## src/rtl/cpu_pkg.sv

```systemverilog
// Shared definitions for the multi-cycle processor control path:
// opcode map, ALU/SP operation codes, FSM state encoding and decode flags.
package cpu_pkg;

    localparam int OPW             = 5;
    localparam int FNW             = 4;
    localparam int MEM_TMO_DEFAULT = 15;

    localparam logic [OPW-1:0] OP_RTYPE = 5'b00000;
    localparam logic [OPW-1:0] OP_ADDI  = 5'b00001;
    localparam logic [OPW-1:0] OP_LW    = 5'b00010;
    localparam logic [OPW-1:0] OP_SW    = 5'b00011;
    localparam logic [OPW-1:0] OP_BEQZ  = 5'b00100;
    localparam logic [OPW-1:0] OP_J     = 5'b00101;
    localparam logic [OPW-1:0] OP_PUSH  = 5'b00110;
    localparam logic [OPW-1:0] OP_POP   = 5'b00111;
    localparam logic [OPW-1:0] OP_CALL  = 5'b01000;
    localparam logic [OPW-1:0] OP_RET   = 5'b01001;
    localparam logic [OPW-1:0] OP_HALT  = 5'b11111;

    localparam logic [3:0] ALU_ADD = 4'd0;
    localparam logic [3:0] ALU_SUB = 4'd1;
    localparam logic [3:0] ALU_AND = 4'd2;
    localparam logic [3:0] ALU_OR  = 4'd3;
    localparam logic [3:0] ALU_XOR = 4'd4;
    localparam logic [3:0] ALU_SLT = 4'd5;

    localparam logic [3:0] SP_ADD = 4'd0;
    localparam logic [3:0] SP_SUB = 4'd1;

    typedef enum logic [2:0] {
        ST_FETCH  = 3'd0,
        ST_DECODE = 3'd1,
        ST_EXEC   = 3'd2,
        ST_MEM    = 3'd3,
        ST_WB     = 3'd4,
        ST_SPADJ  = 3'd5,
        ST_HALT   = 3'd6,
        ST_ERR    = 3'd7
    } state_t;

    // One-hot instruction class; exactly one bit is set for any opcode.
    typedef struct packed {
        logic rtype;
        logic addi;
        logic lw;
        logic sw;
        logic beqz;
        logic j;
        logic push;
        logic pop;
        logic call;
        logic ret;
        logic halt;
        logic illegal;
    } instr_class_t;

endpackage

```

## src/rtl/ctrl_decode.sv

```systemverilog
// Combinational opcode decoder: instruction-class flags plus the main ALU
// operation used in EXEC (funct passes straight through for R-type).
module ctrl_decode
    import cpu_pkg::*;
(
    input  logic [OPW-1:0] opcode,
    input  logic [FNW-1:0] funct,
    output instr_class_t   cls,
    output logic [3:0]     alu_op
);

    always_comb begin
        cls    = '0;
        alu_op = ALU_ADD;
        case (opcode)
            OP_RTYPE: begin
                cls.rtype = 1'b1;
                alu_op    = funct;
            end
            OP_ADDI: cls.addi = 1'b1;
            OP_LW:   cls.lw   = 1'b1;
            OP_SW:   cls.sw   = 1'b1;
            OP_BEQZ: begin
                cls.beqz = 1'b1;
                alu_op   = ALU_SUB;
            end
            OP_J:    cls.j    = 1'b1;
            OP_PUSH: cls.push = 1'b1;
            OP_POP:  cls.pop  = 1'b1;
            OP_CALL: cls.call = 1'b1;
            OP_RET:  cls.ret  = 1'b1;
            OP_HALT: cls.halt = 1'b1;
            default: cls.illegal = 1'b1;
        endcase
    end

endmodule

```

## src/rtl/control_fsm.sv

```systemverilog
// Multi-cycle control unit: sequences FETCH/DECODE/EXEC/MEM/WB (+SPADJ),
// watches the memory handshake for timeouts and drives all datapath controls.
module control_fsm
    import cpu_pkg::*;
#(
    parameter int MEM_TMO = MEM_TMO_DEFAULT
) (
    input  logic       clk,
    input  logic       rst_n,
    input  logic [4:0] opcode,
    input  logic [3:0] funct,
    input  logic       zero,
    input  logic       mem_ready,
    output logic       ir_write,
    output logic       pc_write,
    output logic       regWrite,
    output logic       spWrite,
    output logic       regDst,
    output logic       aluSrc,
    output logic       memRead,
    output logic       memWrite,
    output logic       memToReg,
    output logic       jump,
    output logic       bAndZ,
    output logic       addrOp,
    output logic       aOp2,
    output logic       writeDataOp,
    output logic       wdOp2,
    output logic       pcOp,
    output logic [3:0] aluOp,
    output logic [3:0] spOp,
    output logic       halted,
    output logic       err,
    output logic [2:0] state_o
);

    localparam int              CW       = $clog2(MEM_TMO + 1);
    localparam logic [CW-1:0]   TMO_LAST = CW'(MEM_TMO - 1);

    state_t         state;
    state_t         state_next;
    logic [CW-1:0]  wait_cnt;
    logic           wait_expired;
    instr_class_t   cls;
    logic [3:0]     dec_alu_op;

    ctrl_decode u_decode (
        .opcode (opcode),
        .funct  (funct),
        .cls    (cls),
        .alu_op (dec_alu_op)
    );

    // The last tolerated idle cycle: a miss here ends the access in ERR.
    assign wait_expired = !mem_ready && (wait_cnt == TMO_LAST);
    assign state_o      = state;

    always_ff @(posedge clk or negedge rst_n) begin
        if (!rst_n) begin
            state <= ST_FETCH;
        end else begin
            state <= state_next;
        end
    end

    always_ff @(posedge clk or negedge rst_n) begin
        if (!rst_n) begin
            wait_cnt <= '0;
        end else if (state_next != state) begin
            wait_cnt <= '0;
        end else if ((state == ST_FETCH || state == ST_MEM) && !mem_ready) begin
            wait_cnt <= wait_cnt + 1'b1;
        end
    end

    always_comb begin
        state_next = state;
        case (state)
            ST_FETCH: begin
                if (mem_ready)         state_next = ST_DECODE;
                else if (wait_expired) state_next = ST_ERR;
            end
            ST_DECODE: begin
                if (cls.illegal)                state_next = ST_ERR;
                else if (cls.halt)              state_next = ST_HALT;
                else if (cls.push || cls.call)  state_next = ST_SPADJ;
                else if (cls.pop || cls.ret)    state_next = ST_MEM;
                else                            state_next = ST_EXEC;
            end
            ST_EXEC: begin
                if (cls.rtype || cls.addi)      state_next = ST_WB;
                else if (cls.lw || cls.sw)      state_next = ST_MEM;
                else                            state_next = ST_FETCH;
            end
            ST_SPADJ: state_next = ST_MEM;
            ST_MEM: begin
                if (mem_ready)         state_next = (cls.lw || cls.pop) ? ST_WB : ST_FETCH;
                else if (wait_expired) state_next = ST_ERR;
            end
            ST_WB:    state_next = ST_FETCH;
            ST_HALT:  state_next = ST_HALT;
            ST_ERR:   state_next = ST_ERR;
            default:  state_next = ST_ERR;
        endcase
    end

    // Selects and strobes decode from state alone; only the commit enables of a
    // memory access are qualified by mem_ready so they land in the completing cycle.
    // Everything is forced low while rst_n is asserted.
    always_comb begin
        ir_write    = 1'b0;
        pc_write    = 1'b0;
        regWrite    = 1'b0;
        spWrite     = 1'b0;
        regDst      = 1'b0;
        aluSrc      = 1'b0;
        memRead     = 1'b0;
        memWrite    = 1'b0;
        memToReg    = 1'b0;
        jump        = 1'b0;
        bAndZ       = 1'b0;
        addrOp      = 1'b0;
        aOp2        = 1'b0;
        writeDataOp = 1'b0;
        wdOp2       = 1'b0;
        pcOp        = 1'b0;
        aluOp       = ALU_ADD;
        spOp        = SP_ADD;
        halted      = 1'b0;
        err         = 1'b0;
        if (rst_n) begin
            case (state)
                ST_FETCH: begin
                    memRead = 1'b1;
                    addrOp  = 1'b1;
                    aOp2    = 1'b1;
                    if (mem_ready) begin
                        ir_write = 1'b1;
                        pc_write = 1'b1;
                    end
                end
                ST_EXEC: begin
                    aluOp  = dec_alu_op;
                    regDst = cls.rtype;
                    aluSrc = cls.addi || cls.lw || cls.sw;
                    if (cls.beqz) begin
                        bAndZ    = zero;
                        pc_write = 1'b1;
                    end
                    if (cls.j) begin
                        jump     = 1'b1;
                        pc_write = 1'b1;
                    end
                end
                ST_SPADJ: begin
                    spOp    = SP_SUB;
                    spWrite = 1'b1;
                end
                ST_MEM: begin
                    if (cls.lw) memRead  = 1'b1;
                    if (cls.sw) memWrite = 1'b1;
                    if (cls.push || cls.call) begin
                        memWrite    = 1'b1;
                        addrOp      = 1'b1;
                        writeDataOp = 1'b1;
                        wdOp2       = cls.push;
                    end
                    if (cls.pop || cls.ret) begin
                        memRead = 1'b1;
                        addrOp  = 1'b1;
                    end
                    if (mem_ready) begin
                        if (cls.call) begin
                            jump     = 1'b1;
                            pc_write = 1'b1;
                        end
                        if (cls.ret) begin
                            pcOp     = 1'b1;
                            pc_write = 1'b1;
                        end
                        if (cls.pop || cls.ret) begin
                            spOp    = SP_ADD;
                            spWrite = 1'b1;
                        end
                    end
                end
                ST_WB: begin
                    regWrite = 1'b1;
                    memToReg = cls.lw || cls.pop;
                    regDst   = cls.rtype;
                end
                ST_HALT: halted = 1'b1;
                ST_ERR:  err    = 1'b1;
                default: ;
            endcase
        end
    end

endmodule
```

## config.mk

```make
export PLATFORM = sky130hd
export DESIGN_NAME = control_fsm
export DESIGN_NICKNAME = d
export VERILOG_FILES = /design/src/rtl/cpu_pkg.sv /design/src/rtl/ctrl_decode.sv /design/src/rtl/control_fsm.sv
export SDC_FILE = /design/constraint.sdc
export NUM_CORES = 1
export LEC_CHECK = 0
export CORE_MARGIN = 4
export CORE_UTILIZATION = 40
export CTS_CLUSTER_DIAMETER = 50
export DETAILED_ROUTE_END_ITERATION = 8
export DONT_BUFFER_PORTS = 1
export GPL_TIMING_DRIVEN = 0
export PLACE_DENSITY_LB_ADDON = 0.3
export SYNTH_ARGS = -nofsm -noshare
export SYNTH_HDL_FRONTEND = slang
export SYNTH_SLANG_ARGS = --single-unit
```

## constraint.sdc

```tcl
create_clock -name clk -period 6.5 [get_ports clk]
set_clock_uncertainty 0.2 [all_clocks]
set_input_delay 1.95 -clock clk [delete_from_list [all_inputs] [get_ports clk]]
set_output_delay 1.95 -clock clk [all_outputs]
set_load 0.02 [all_outputs]
```

run_1/final_clocks.png
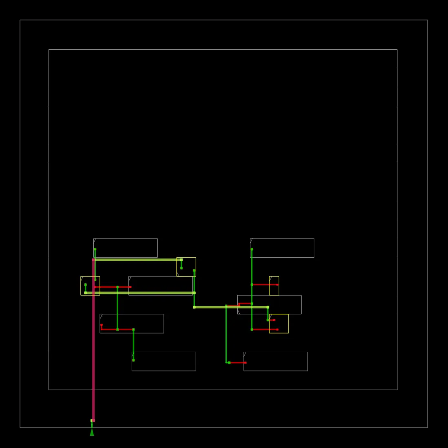
P_clk: 0.0000400 W
clock buffer count: 4
Clock Latency Late Sink: 260 ps

run_1/met3.png
Scale: 8 px per µm.
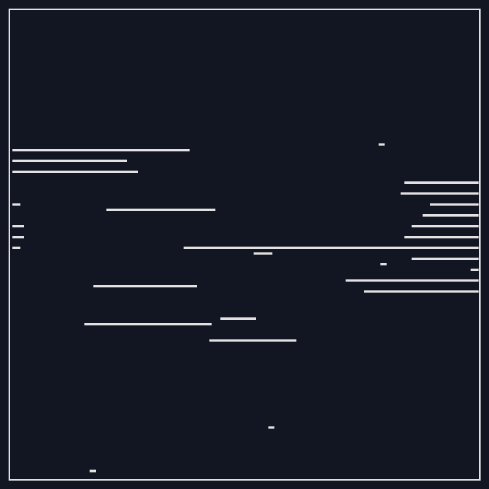
- wire length on this layer: 238 µm
- share of all routed wire: 8.7%
met3 track demand over resource: 5.92%
final WL: 2740 µm
vias: 1,014

run_1/clock_map.png
Scale: 8 px per µm.
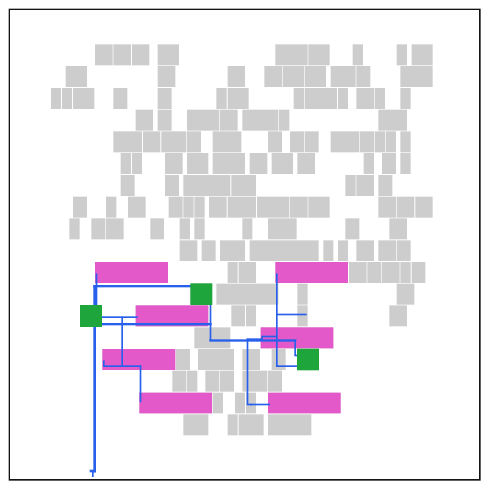
- magenta: flip-flops (count 7)
- green: cells driving clock nets (count 3)
- blue: clock wires (length 133 µm)
- routed clock nets: 4
Clock power frac: 12.1%

run_1/metal_stack.png
Scale: 4 px per µm.
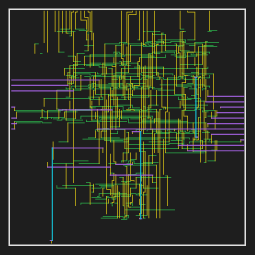
- cyan: met4 (wire length 59.8 µm)
- yellow: met2 (wire length 1,270 µm)
- purple: met3 (wire length 238 µm)
- green: met1 (wire length 1,170 µm)
Tot GR Track Use: 17.0%
DR WL/cell: 15.8 µm

==> flow_summary.yaml, run 1 <==
# implementation run metrics
outcome:
  status: "finished clean"
placement:
  io_buffers: 0
  dp_hpwl_um: 2120
  dp.cells: 170
  place_congestion: 0.881
critical_path:
  critPathKind: "in -> out"
  worstSetupStartpointType: "input port"
  crit_arrival_ps: 3420
  r2r_cells: 6
  crit_chain: "clkbuf_2 > buf_1 > a2111oi_1"
  r2r_start: "state_o[0]"
  r2r-end: "wait_cnt[0]"
  crit_buf_inv: 2
  critical_path.top_delay_family: "AND-OR/OR-AND gates"
  cp-end-kind: "output pin"
  required_ps: 4350
  setup.worst_path.start: "opcode[0]"
  crit_path_max_fanout: 10
  rrSetupSlack_ps: 4350
power_and_ir_drop:
  swShare_pct: 54.2
  power_density_mw_per_mm2: 302
  p_comb_share_pct: 62.3
  comb_cell_power_w: 0.000207
  vdd_drop_max_mv: 0.160
  pg_seq_w: 0.0000850
  p_int_w: 0.000152
  leakage_nw: 0.437
run:
  maxCapViolCount: 0
  warnings: 27
timing:
  slew_viol_final: 0
  finalHoldViolCount: 0
  max_freq_ghz: 0.180
  grt_setup_unrepaired: "false"
  setup_viol: 0
  worst_slack_ps: 932
  max_slew.worst_pin.slew_ps: 1130
  tns_ps: 0
  finalCritPeriodShare_pct: 85.7
layout:
  multi_input_comb_cells: 118
  seq_share_pct: 15.9
  antenna_cells: 0
  comb_area_share_pct: 69.7
  num-nonclk-inverters: 3
  syn_to_final_growth_pct: 7.07
  final_cells: 174
  regArea_um2: 175
  seq_cells: 7
  nNonClkBuffers: 12
  clock_area_share_pct: 2.39
  final_layout_size_suffix_gt1_share_pct: 18.8
  comb_area_um2: 766
  lay_top_count: "nor2_1"
  nFillCells: 266
  dominant_cells: "logic gates"
synthesis:
  common_cells: "20 x nor2_1, 10 x nor3_1, 8 x nand2_1"
  synthFlopType: "dfrtp_1"
  syn_inst: 138
  ys_top_logic_family: "simple AND/OR/NAND/NOR gates"
  ys_sh_simple_pct: 47.6
  ys_cells: 138
  ys_types: 51
  yosysTopAreaCell: "dfrtp_1"
  syn-cell-area_mm2: 0.00103
  mux_share_pct: 2.07
  synth_seq_share_pct: 17.1
  yosys.area_share.aoi_pct: 17.9
  synth_flops: 7
  adder_share_pct: 2.44
  topCellsByArea: "dfrtp_1 17%, nor2_1 7.3%, nor3_1 4.9%"
  edf_count: 0
clock_tree:
  root_buffer: "clkbuf_4"
  cts_setup_buffers: 0
  path_clk_slew_ps: 60
  cts_sinks: 7
  cts_made_buffers: 3
  cts_resized: 0
  cts_tree: "built"
  htreeDepth: 1
  hold_buffers: 0
floorplanning:
  dieArea_mm2: 0.00344
  core-area_mm2: 0.00245
  io_pins: 42
  fp_util_pct: 41.8
  rows: 18
detailed_routing:
  remaining_drc_errors: 0
  top_layer: "met4"
  wl_met2_um: 1270
  ant_nets: 0
  met3_length_um: 237
worst_hold_path:
  whs_path_depth: 2
  hold_path_class: "reg -> reg"
  hold_end: "wait_cnt[3]"
global_routing:
  antenna_found_initial: 0
  grt_pass1_vias: 980
  grt-ovfl-total: 0
  grt_max_degree: 16
run 1: logic make-up (layout without fill, tap and decap cells):
logic type | count (synthesis) | count (layout)
muxes | 2 | 2
AOI/OAI and AO/OA | 22 | 22
DFF | 7 | 7
and+or+nand+nor | 85 | 85
other | 1 | 3
xor gates and xnor gates | 4 | 4
adders and majority gates | 2 | 2
buffers and inverters | 15 | 19
run 1: sequential cells by signal, indices dropped and copies added (netlist names):
register / flops
state_o: 3
wait_cnt: 4
run 1: stage by stage:
step | hold slack [ps] | util (%) | total power (W) | cell area, µm²
global placement | 341 | 43.6 | 0.000287 | 1070
global route | 405 | 44.8 | 0.000362 | 1100
detailed placement | 370 | 43.7 | 0.000291 | 1070
finish | 377 | 44.8 | 0.000332 | 1100
floorplan | 322 | - | 0.000249 | 1030
CTS | 377 | 44.8 | 0.000334 | 1100
run_1/gate_families.png
Scale: 4 px per µm.
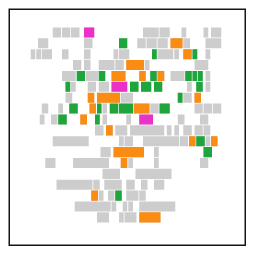

==> run 2: changes to the inputs <==
- CORE_MARGIN: 4 -> default
run_2/gate_families.png
Scale: 6 px per µm.
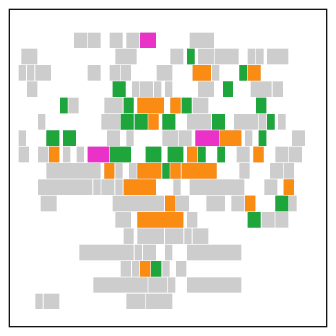
- green: NAND gates (cells 25)
- magenta: AND-OR and OR-AND gates (cells 3)
- orange: inverting AOI/OAI gates (cells 19; where middle)
Non-Filler Instances: 172
dominant logic cell type in the layout: nor2_1
Comb area share: 69.9%

run_2/clock_map.png
Scale: 10 px per µm.
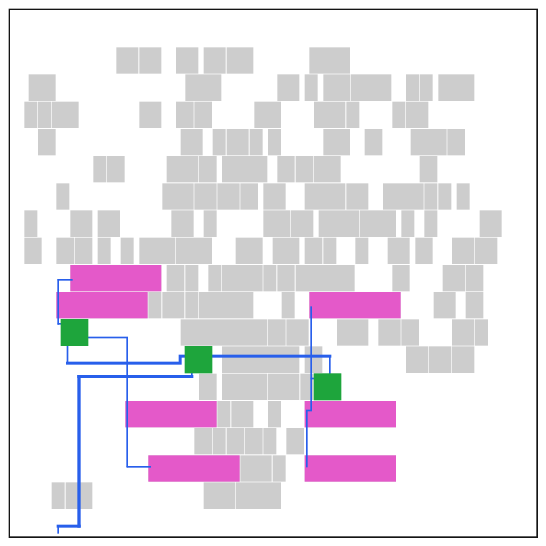
- magenta: flip-flops (count 7)
- green: cells driving clock nets (count 3)
- blue: clock wires (length 110 µm)
- routed clock nets: 4
Clock power frac: 11.7%
P_clk: 0.0000385 W
Clock Latency Late Sink: 250 ps

==> run 2 against run 1 <==
Effect of this change:
- core utilization grew 2.5 points
- largest cell class unchanged
- maximum frequency grew 0.21%
- largest power group unchanged
- clock power is 4% lower
- register-to-register slack better by 50 ps
- critical path type unchanged
- worst hold slack worse by 9.7 ps
- first-iteration DRC count is 50% lower
- critical path depth stayed put
- critical endpoint unchanged
==> flow_summary.yaml, run 2 <==
# implementation run metrics
layout:
  design_area_mm2: 0.00110
  nNonClkBuffers: 12
  nClkBuffers: 4
  clock_area_share_pct: 2.40
  final_cell_mix: "20 x nor2_1, 10 x nor3_1, 8 x nand2_1"
  dominant_cells: "logic gates"
  seq_share_pct: 16.0
  regMostFlops: "wait_cnt"
  seq_cells: 7
  largest_register_ffs: 4
  antenna_cells: 0
  finalNetCount: 160
  multi_input_comb_cells: 118
  regArea_um2: 175
  num-nonclk-inverters: 3
  syn_to_final_growth_pct: 6.83
  final_layout_size_suffix_gt1_share_pct: 18.8
  comb_area_um2: 766
  nFillCells: 235
  layout.nonclk_buf_share_pct: 7.53
detailed_routing:
  top_layer: "met4"
  met3_length_um: 289
  vias: 1025
  remaining_drc_errors: 0
  routed_wirelength_um: 2530
  wl_per_cell_um: 14.7
  wl_met2_um: 1100
  ant_nets: 0
  first_pass_iters: 4
synthesis:
  synth_top_cell_by_count: "nor2_1"
  synthFlopType: "dfrtp_1"
  synth_seq_share_pct: 17.1
  synth.top_cell.area_share_pct: 17.1
  adder_share_pct: 2.44
  syn-cell-area_mm2: 0.00103
  ys_cells: 138
  ys_top_logic_family: "simple AND/OR/NAND/NOR gates"
  common_cells: "20 x nor2_1, 10 x nor3_1, 8 x nand2_1"
  syn_inst: 138
  yosysTopAreaCell: "dfrtp_1"
  mux_share_pct: 2.07
  ys_sh_simple_pct: 47.6
  synthXorXnorAreaFrac_pct: 3.41
  yosysChipArea_mm2: 0.00103
  synth_flops: 7
  topCellsByArea: "dfrtp_1 17%, nor2_1 7.3%, nor3_1 4.9%"
  yosys.area_share.aoi_pct: 17.9
  ys_types: 51
  syn-mean-instance-area_um2: 7.43
  edf_count: 0
clock_tree:
  cts_setup_buffers: 0
  path_clk_slew_ps: 50
  root_buffer: "clkbuf_4"
  cts_tree: "built"
  cts_resized: 0
  htreeDepth: 1
  hold_buffers: 0
  cts_made_buffers: 3
  cts_sinks: 7
outcome:
  status: "finished clean"
placement:
  io_buffers: 0
  place_area_mm2: 0.00107
  place_congestion: 0.863
  dp_hpwl_um: 1970
critical_path:
  crit_arrival_ps: 3410
  required_ps: 4350
  rrSetupSlack_ps: 4400
  r2r-end: "wait_cnt[3]"
  r2r_start: "state_o[0]"
  crit_chain: "clkbuf_2 > buf_1 > a2111oi_1"
  setup.worst_path.start: "opcode[0]"
  cp-end-kind: "output pin"
  crit_cells: 3
  critical_path.top_delay_family: "AND-OR/OR-AND gates"
  crit_path_max_fanout: 10
  worstSetupStartpointType: "input port"
  crit_buf_inv: 2
  critPathKind: "in -> out"
  r2r_cells: 6
global_routing:
  grt_use_total_pct: 20.2
  grt_max_degree: 16
  gr-usage-met2_pct: 30.4
  grt_pass1_vias: 918
  grt-ovfl-total: 0
  antenna_found_initial: 0
  grt_util_met3_pct: 6.96
timing:
  setup_viol: 0
  finalCritPeriodShare_pct: 85.5
  max_slew.worst_pin.slew_ps: 1160
  slew_viol_final: 0
  finalHoldViolCount: 0
  tns_ps: 0
  grt_setup_unrepaired: "false"
  max_freq_ghz: 0.180
power_and_ir_drop:
  vdd_drop_max_mv: 0.253
  power_density_mw_per_mm2: 300
  leakage_nw: 0.437
worst_hold_path:
  whs_path_depth: 2
  hold_end: "wait_cnt[3]"
  hold_path_class: "reg -> reg"
floorplanning:
  dieArea_mm2: 0.00277
  fp_util_pct: 44.3
  rows: 17
  tap-cell-count: 28
  core-area_mm2: 0.00232
  io_pins: 42
  die_y_um: 52.6
run:
  warnings: 27
  maxCapViolCount: 0
## run 2: cell counts in the layout (fill, tap and decap cells not counted)
No cell type changed its count.
## run 2: stage by stage
stage | utilization, % | setup WS [ps] | std cells | total power, W | hold slack, ps
6_report | 47.3 | 944 | 172 | 0.000329 | 367
3_5_place_dp | 46.1 | 975 | 168 | 0.000288 | 368
5_1_grt | 47.3 | 900 | 172 | 0.000358 | 408
4_1_cts | 47.3 | 959 | 172 | 0.000330 | 379
2_1_floorplan | - | 815 | 140 | 0.000249 | 322
3_3_place_gp | 46.1 | 670 | 168 | 0.000285 | 340
## run 2: power breakdown
part / leakage (nW) / switching, W / internal, W
registers: 0.0934 / 0.0000312 / 0.0000540
clock network: 0.0150 / 0.0000151 / 0.0000234
logic: 0.328 / 0.000131 / 0.0000745
run_2/metal_stack.png
Scale: 6 px per µm.
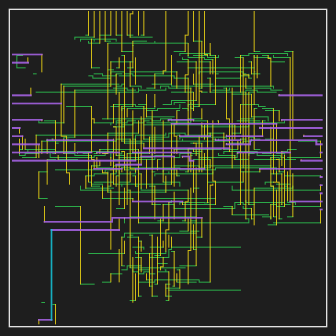

==> run 3: changes to the inputs <==
- CORE_UTILIZATION: 40 -> 45
- SLEW_MARGIN: default -> 0
run_3/metal_stack.png
Scale: 6 px per µm.
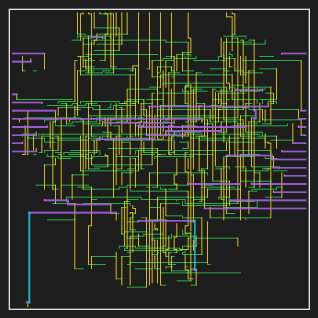
- yellow: met2 (wire length 1,180 µm)
- green: met1 (wire length 1,110 µm)
- purple: met3 (wire length 275 µm)
- cyan: met4 (wire length 23.1 µm)
DR WL/cell: 15.1 µm
Tot GR Track Use: 23.6%
final WL: 2580 µm
vias: 1,043

==> run 3 against run 2 <==
Effect of this change:
- sequential power down 1%
- critical path depth unchanged
- critical path type unchanged
- register-to-register slack hardly changed
- via count increased by 1.8%
- power is 0.29% higher
- maximum frequency about the same
- worst hold slack got worse by 5.9 ps
- combinational power is essentially flat
==> flow_summary.yaml, run 3 <==
# implementation run metrics
outcome:
  status: "finished clean"
clock_tree:
  cts_resized: 0
  cts_setup_buffers: 0
  hold_buffers: 0
  clk_latency_ps: 250
  htreeDepth: 1
  cts_tree: "built"
  cts_sinks: 7
power_and_ir_drop:
  p_comb_share_pct: 62.4
  power.total_w: 0.000330
  swShare_pct: 53.9
  p_int_w: 0.000152
  comb_cell_power_w: 0.000206
  power.share.sequential_pct: 25.5
  pg_seq_w: 0.0000842
  power_density_mw_per_mm2: 301
  power_leader: "combinational cells"
  power.switching_w: 0.000178
critical_path:
  r2r-end: "wait_cnt[0]"
  crit_chain: "clkbuf_2 > buf_1 > a2111oi_1"
  worstSetupStartpointType: "input port"
  required_ps: 4350
  critical_path.top_delay_family: "AND-OR/OR-AND gates"
  setup.worst_path.start: "opcode[0]"
  cp-end-kind: "output pin"
  crit_path_max_fanout: 10
  r2r_start: "state_o[0]"
  crit_cells: 3
  rrSetupSlack_ps: 4400
global_routing:
  antenna_found_initial: 0
  grt-ovfl-total: 0
  grt_util_met3_pct: 7.72
  grt_pass1_vias: 932
detailed_routing:
  remaining_drc_errors: 0
  first_pass_iters: 4
  met3_length_um: 274
  top_layer: "met4"
  ant_nets: 0
layout:
  final_util_pct: 53.6
  design_area_mm2: 0.00109
  final_cells: 171
  largest_register_ffs: 4
  regMostFlops: "wait_cnt"
  lay_top_count: "nor2_1"
  antenna_cells: 0
  syn_to_final_growth_pct: 6.71
  final_cell_mix: "20 x nor2_1, 10 x nor3_1, 8 x nand2_1"
  final_layout_size_suffix_gt1_share_pct: 18.8
  nFillCells: 208
placement:
  dp.cells: 167
  place_area_mm2: 0.00107
  place_congestion: 0.832
synthesis:
  syn-cell-area_mm2: 0.00103
  syn-mean-instance-area_um2: 7.43
  synthFlopType: "dfrtp_1"
  synth.top_cell.area_share_pct: 17.1
  synth_top_cell_by_count: "nor2_1"
  ys_types: 51
  yosysChipArea_mm2: 0.00103
  syn_inst: 138
worst_hold_path:
  hold_end: "wait_cnt[3]"
  whs_path_depth: 2
floorplanning:
  io_pins: 42
  die_y_um: 49.8
  dieArea_mm2: 0.00248
timing:
  finalCritPeriodShare_pct: 85.5
  max_freq_ghz: 0.180
  tns_ps: 0
  slew_viol_final: 0
  max_slew.worst_pin.slew_ps: 1130
  finalHoldViolCount: 0
  worst_slack_ps: 940
  finalHoldWorstSlack_ps: 361
  setup_viol: 0
run:
  maxCapViolCount: 0
run_3/final_clocks.png
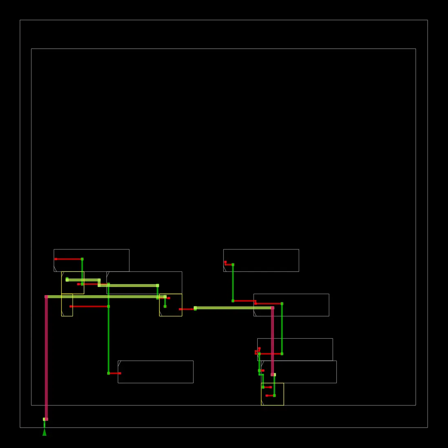
flip-flops: 7
CTS Buf Count: 3

-- run 3: area by class of cell --
| class | instances | area (µm²) | share of cell area [%] |
|---|---|---|---|
| Buffer | 12 | 82.6 | 7.54 |
| Clock buffer | 4 | 26.3 | 2.40 |
| Inverter | 3 | 11.3 | 1.03 |
| Multi-Input combinational cell | 118 | 766 | 69.9 |
| Sequential cell | 7 | 175 | 16.0 |
| Tap cell | 27 | 33.8 | 3.09 |
-- run 3: cells by family after synthesis --
family	synth area share (%)
AND/OR/NAND/NOR	47.6
AND-OR/OR-AND	17.9
buffers and inverters	9.15
flip-flops	17.1
XOR/XNOR	3.41
adder cells (fa/ha/maj)	2.44
multiplexers	2.07
other	0.366
-- run 3: tightest hold or removal path, stage by stage, from the launching register on --
cell     delay (ps)
dfrtp_1         350
xnor2_1         120
nor3_1           50
Power and IR drop assume default switching activity.
